## config.mk

```make
export PLATFORM = sky130hd
export DESIGN_NAME = ep_arb_n
export DESIGN_NICKNAME = d
export VERILOG_FILES = /design/src/rtl/ep_arb_n.sv
export SDC_FILE = /design/constraint.sdc
export NUM_CORES = 1
export LEC_CHECK = 0
export CORE_MARGIN = 3
export CORE_UTILIZATION = 53
export DETAILED_ROUTE_END_ITERATION = 16
export HOLD_SLACK_MARGIN = 0.15
export PLACE_DENSITY = 0.88
export SYNTH_ARGS = -nofsm -noshare
export SYNTH_HDL_FRONTEND = slang
export SYNTH_SLANG_ARGS = --single-unit
export TNS_END_PERCENT = 100
```

## constraint.sdc

```tcl
create_clock -name clk -period 5 [get_ports clk]
set_input_delay 1 -clock clk [delete_from_list [all_inputs] [get_ports clk]]
set_output_delay 1 -clock clk [all_outputs]
set_load 0.03 [all_outputs]
```

## src/rtl/ep_arb_n.sv

```systemverilog
// N-client round-robin arbiter for the shared TRN transmit path of one channel; chainable via chn_*.
// Optional grant watchdog is built when EP_ARB_WATCHDOG_EN is defined.
module ep_arb_n #(
  parameter  int NCH    = 3,
  parameter  int GNT_TO = 64,
  localparam int CW     = $clog2(NCH)
) (
  input  logic           clk,
  input  logic           rst,
  input  logic           chn_trn,
  output logic           chn_drvn,
  output logic           chn_reqep,
  input  logic [NCH-1:0] req_ep,
  input  logic [NCH-1:0] drv_ep,
  output logic [NCH-1:0] my_trn,
  output logic           gnt_to,
  output logic           arb_err,
  output logic [CW-1:0]  err_idx
);

  if (NCH < 2 || NCH > 16) begin : g_bad_nch
    $error("ep_arb_n: NCH must be in 2..16");
  end
  if (GNT_TO < 2) begin : g_bad_gnt_to
    $error("ep_arb_n: GNT_TO must be at least 2");
  end

  typedef enum logic [2:0] {
    IDLE,
    REQ_UP,
    GRANT,
    BUSY,
    RELEASE
  } state_t;

  localparam logic [CW-1:0] LAST = CW'(NCH - 1);

  state_t         state_q, state_d;
  logic [CW-1:0]  win_q, win_d;
  logic [CW-1:0]  ptr_q, ptr_d;
  logic [NCH-1:0] my_trn_q, my_trn_d;
  logic           chn_reqep_q, chn_reqep_d;
  logic           arb_err_q, arb_err_d;
  logic [CW-1:0]  err_idx_q, err_idx_d;
  logic [NCH-1:0] err_vec;
  logic [CW-1:0]  first_err;

`ifdef EP_ARB_WATCHDOG_EN
  localparam int             WDW     = $clog2(GNT_TO) + 1;
  localparam logic [WDW-1:0] WD_LAST = WDW'(GNT_TO - 1);

  logic [WDW-1:0] wd_cnt_q, wd_cnt_d;
  logic           wd_fire;
  logic           gnt_to_q;
`endif

  // First requesting client at or above ptr, wrapping NCH-1 -> 0.
  function automatic logic [CW-1:0] rr_pick(input logic [NCH-1:0] req,
                                            input logic [CW-1:0]  ptr);
    logic [CW-1:0] pick;
    int            idx;
    pick = ptr;
    for (int k = NCH - 1; k >= 0; k--) begin
      idx = int'(ptr) + k;
      if (idx >= NCH) idx = idx - NCH;
      if (req[CW'(idx)]) pick = CW'(idx);
    end
    return pick;
  endfunction

  always_comb begin
    // NOTE: every variable driven here gets a default first, so no path can infer a latch.
    state_d = state_q;
    win_d   = win_q;
    ptr_d   = ptr_q;
`ifdef EP_ARB_WATCHDOG_EN
    wd_fire = 1'b0;
`endif
    case (state_q)
      IDLE: begin
        if (|req_ep) state_d = REQ_UP;
      end
      REQ_UP: begin
        if (!(|req_ep)) begin
          state_d = IDLE;
        end else if (chn_trn) begin
          win_d   = rr_pick(req_ep, ptr_q);
          state_d = GRANT;
        end
      end
      GRANT: begin
        if (drv_ep[win_q]) begin
          state_d = BUSY;
`ifdef EP_ARB_WATCHDOG_EN
        end else if (wd_cnt_q == WD_LAST) begin
          state_d = RELEASE;
          wd_fire = 1'b1;
`endif
        end else if (!req_ep[win_q]) begin
          state_d = RELEASE;
        end
      end
      BUSY: begin
        // Upstream token loss is ignored here; only the owner ends its transfer.
        if (!drv_ep[win_q]) state_d = RELEASE;
      end
      RELEASE: begin
        ptr_d   = (win_q == LAST) ? '0 : win_q + 1'b1;
        state_d = IDLE;
      end
      default: state_d = IDLE;
    endcase
  end

  always_comb begin
    my_trn_d = '0;
    if (state_d == GRANT || state_d == BUSY) my_trn_d[win_d] = 1'b1;
    chn_reqep_d = (state_d == REQ_UP) || (state_d == GRANT) || (state_d == BUSY);
  end

  // The releasing owner may still be dropping drv_ep during RELEASE.
  always_comb begin
    err_vec = drv_ep & ~my_trn_q;
    if (state_q == RELEASE) err_vec[win_q] = 1'b0;
    first_err = '0;
    for (int i = NCH - 1; i >= 0; i--) begin
      if (err_vec[CW'(i)]) first_err = CW'(i);
    end
    arb_err_d = arb_err_q | (|err_vec);
    err_idx_d = (!arb_err_q && (|err_vec)) ? first_err : err_idx_q;
  end

  // NOTE: sequential state uses non-blocking assignments so every register samples pre-edge values.
  always_ff @(posedge clk or posedge rst) begin
    if (rst) begin
      state_q     <= IDLE;
      win_q       <= '0;
      ptr_q       <= '0;
      my_trn_q    <= '0;
      chn_reqep_q <= 1'b0;
      arb_err_q   <= 1'b0;
      err_idx_q   <= '0;
    end else begin
      state_q     <= state_d;
      win_q       <= win_d;
      ptr_q       <= ptr_d;
      my_trn_q    <= my_trn_d;
      chn_reqep_q <= chn_reqep_d;
      arb_err_q   <= arb_err_d;
      err_idx_q   <= err_idx_d;
    end
  end

`ifdef EP_ARB_WATCHDOG_EN
  assign wd_cnt_d = (state_q == GRANT && state_d == GRANT) ? wd_cnt_q + 1'b1 : '0;

  always_ff @(posedge clk or posedge rst) begin
    if (rst) begin
      wd_cnt_q <= '0;
      gnt_to_q <= 1'b0;
    end else begin
      wd_cnt_q <= wd_cnt_d;
      gnt_to_q <= wd_fire;
    end
  end

  assign gnt_to = gnt_to_q;
`else
  assign gnt_to = 1'b0;
`endif

  assign chn_drvn  = |drv_ep;
  assign chn_reqep = chn_reqep_q;
  assign my_trn    = my_trn_q;
  assign arb_err   = arb_err_q;
  assign err_idx   = err_idx_q;

endmodule

```

**Port wiring**

Bar = 10 um.
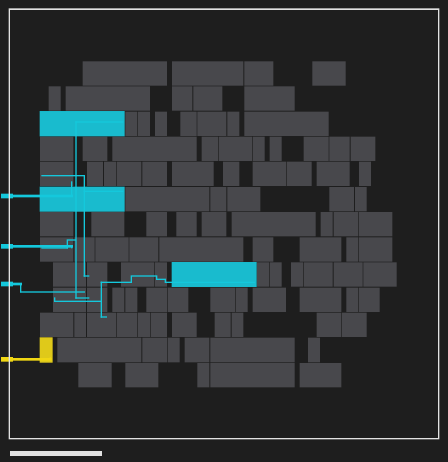
legend:
  cyan:
    port: my_trn
    bits: 3
    direction: output
    end_cells: 3
    buffers: 3
    wire: 100 um
  yellow:
    port: gnt_to
    bits: 1
    direction: output
    end_cells: 1
    buffers: 0
    wire: 4.10 um
number of top-level pins: 18
PortBufs: 15

**Congestion heat map**

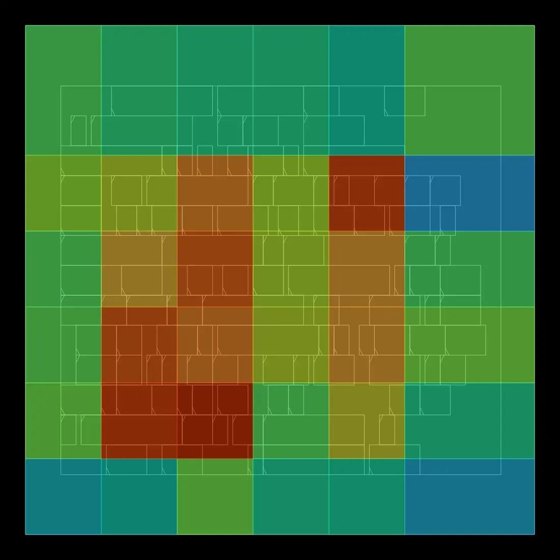
busiest layer in global routing: met2
GRT Overall Usage: 21.01%
DR WL/cell: 14.87 um
grt met2 use: 34.34%

**Zoomed window**

Bar = 10 um. Region (0, 0) to (25, 25) um. Cells in gray, sequential cells in the stronger gray; small squares are vias.
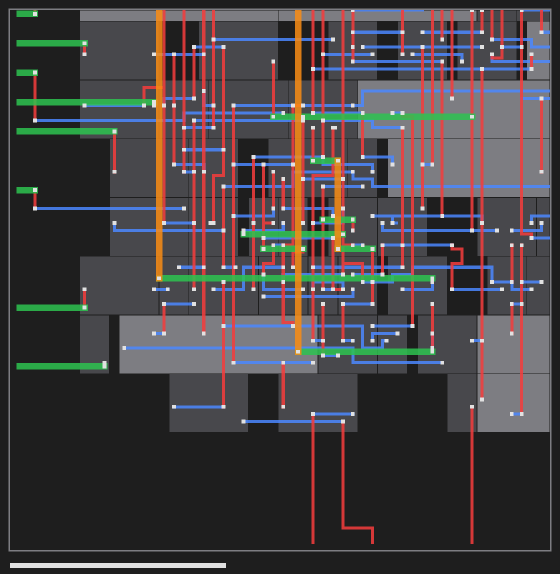
legend:
  blue:
    layer: M1
  green:
    layer: M3
  red:
    layer: M2
  orange:
    layer: M4
sequential cells in the window: 3
most frequent: clkdlybuf4s50_1 (8)
cells with their middle in the window: 39

**Gate families picked out**

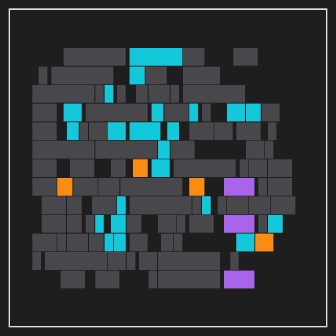
legend:
  purple:
    family: fa/ha/maj cells
    cells: 3
    most_used: ha_1
  orange:
    family: and/or cells
    cells: 4
    most_used: or3_1
  cyan:
    family: nor cells
    cells: 22
    most_used: nor2_1
dominant logic cell type in the layout: clkdlybuf4s50_1
Cell Count, Final, Fillers Out: 123

**Register map, names as in the netlist**

Bar = 10 um. Other sequential cells in the stronger gray, the rest of the logic in the fainter gray.
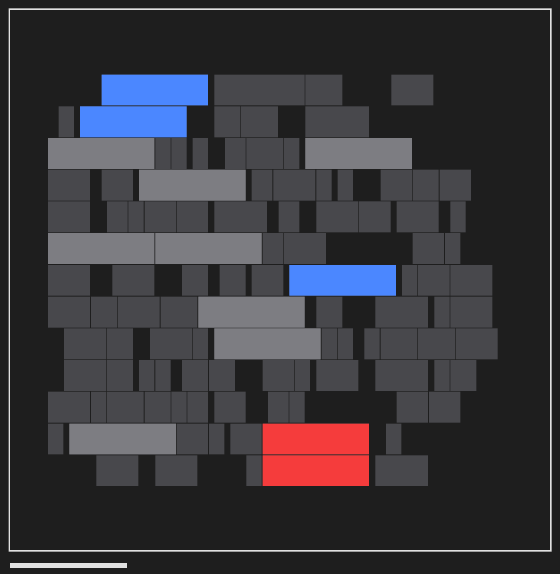
legend:
  blue:
    netlist_name: state_q
    sequential_cells: 3
  red:
    netlist_name: ptr_q
    sequential_cells: 2
not colored: 8
register area: 325.3 um^2
flip-flop and latch share of the layout cell area: 31.71%
power in sequential cells: 189 uW
final core area utilization: 72.50%

==> impl_metrics.yaml <==
# flow metrics
status:
  outcome: "complete, no violations"
final_timing:
  finalHoldViolations: 0
  clock-skew-final_ps: 3.265
drt:
  detail_route.vias_per_cell: 6.024
cells_and_area:
  fill_cells: 104
  multi_input_logic_area_um2: 483.0
critical_path:
  path_max_fanout: 3
  timing.critical_path.slowest_cell_delay_ps: 600
clock_tree:
  cts_tree: "done"
  maximum_buffer_depth_of_the_clock_tree: 2
  cts_hold_repair.buffers: 0
  cts.htree.levels: 1
  cts-buffers-inserted: 3
logic_synthesis:
  yosys.cell_types.count: 34
  syn_inst: 93
  synth_sequential_area_ratio_pct: 37.79
  synth-warning-count: 0
  synth.cellmix.simpleShare_pct: 28.05
floorplanning:
  rows: 13
  floorplanUtilization_pct: 60.83
pwr:
  cellLeakagePower_uw: 0.0004464
  vdd.ir_drop.worst_uv: 267.1
global_routing:
  grt.overflow.total: 0
  grt_first_pass_wirelength_um: 3146
-- final cells by class --
| cell class | instances | area share, % |
|---|---|---|
| clock buffers | 4 | 2.561 |
| flip-flops and latches | 13 | 31.71 |
| multi-input cells | 70 | 47.07 |
| inverters | 6 | 2.195 |
| well taps | 15 | 1.829 |
| repair buffers | 15 | 14.63 |
-- routing by layer --
layer  GRT usage, %  vias up
met5              0        -
met2          34.34       31
met3          3.906        8
met1          24.57      336
met4          14.20        0
li1               -      366
-- placed cells by master (no fill, tap or decap), drive strengths merged --
| cell | count |
|---|---|
| o22a | 1 |
| conb | 2 |
| nor3 | 5 |
| and2b | 1 |
| mux2i | 5 |
| o211a | 1 |
| clkdlybuf4s50 | 15 |
| or3 | 2 |
| o21ai | 1 |
| a211o | 1 |
| o41ai | 2 |
| nor2b | 3 |
| dfrtp | 13 |
| nor2 | 6 |
| o31ai | 2 |
| a221oi | 1 |
| o221ai | 1 |
| a21oi | 1 |
| clkbuf | 4 |
| o21a | 1 |
| nor3b | 6 |
| nand2b | 3 |
| nor4 | 2 |
| nand3b | 1 |
| inv | 6 |
| a22o | 1 |
| ha | 3 |
| a311oi | 1 |
| o211ai | 2 |
| o22ai | 2 |
| nand2 | 12 |
| and2 | 1 |
-- critical path: cells and delay by family --
kind	cells	cell delay, ps
buffers and inverters	2	1030
AND/OR/NAND/NOR	1	370
-- per-stage QoR --
step           hold WS [ps]  area (um^2)  setup WS [ps]  power, uW
2_1_floorplan         499.6        864.6           2495      398.5
3_3_place_gp          482.5        999.7           1605      456.4
3_5_place_dp          485.1        999.7           1595      466.4
4_1_cts               512.7         1026           1599      531.8
5_1_grt               541.5         1026           1543      573.3
6_report              513.2         1026           1598      531.5
-- logic make-up (layout without fill, tap and decap cells) --
| logic type | after synthesis | count (layout) |
|---|---|---|
| muxes | 5 | 5 |
| buffers and inverters | 11 | 25 |
| DFF | 13 | 13 |
| and+or+nand+nor | 42 | 42 |
| adders and majority gates | 3 | 3 |
| AOI/OAI and AO/OA | 18 | 18 |
| other | 1 | 2 |
-- worst paths after layout --
path / startpoint / to / slack, ps / cells past startpoint
worst min register to register: my_trn[1]$_DFF_PP0_ / err_idx[0]$_DFFE_PP0P_ / 510 / 1
worst min-delay path: my_trn[1]$_DFF_PP0_ / err_idx[0]$_DFFE_PP0P_ / 510 / 1
worst max-delay path: drv_ep[0] / chn_drvn / 1600 / 3
min in group asynchronous: rst / err_idx[0]$_DFFE_PP0P_ / 1030 / 2
worst max register to register: ptr_q[1]$_DFFE_PP0N_ / my_trn[1]$_DFF_PP0_ / 2900 / 7
max in group asynchronous: rst / chn_reqep$_DFF_PP0_ / 3640 / 2
-- sequential cells by signal (all words and copies together), names as in the netlist --
signal / cells
my_trn: 3
state_q: 3
ptr_q: 2
win_q: 2
arb_err: 1
chn_reqep: 1
err_idx: 1
-- power breakdown --
group	internal (uW)	switching, uW
registers	141	47.1
clock network	30.9	33.5
logic	126	152
Power and IR drop assume default switching activity.
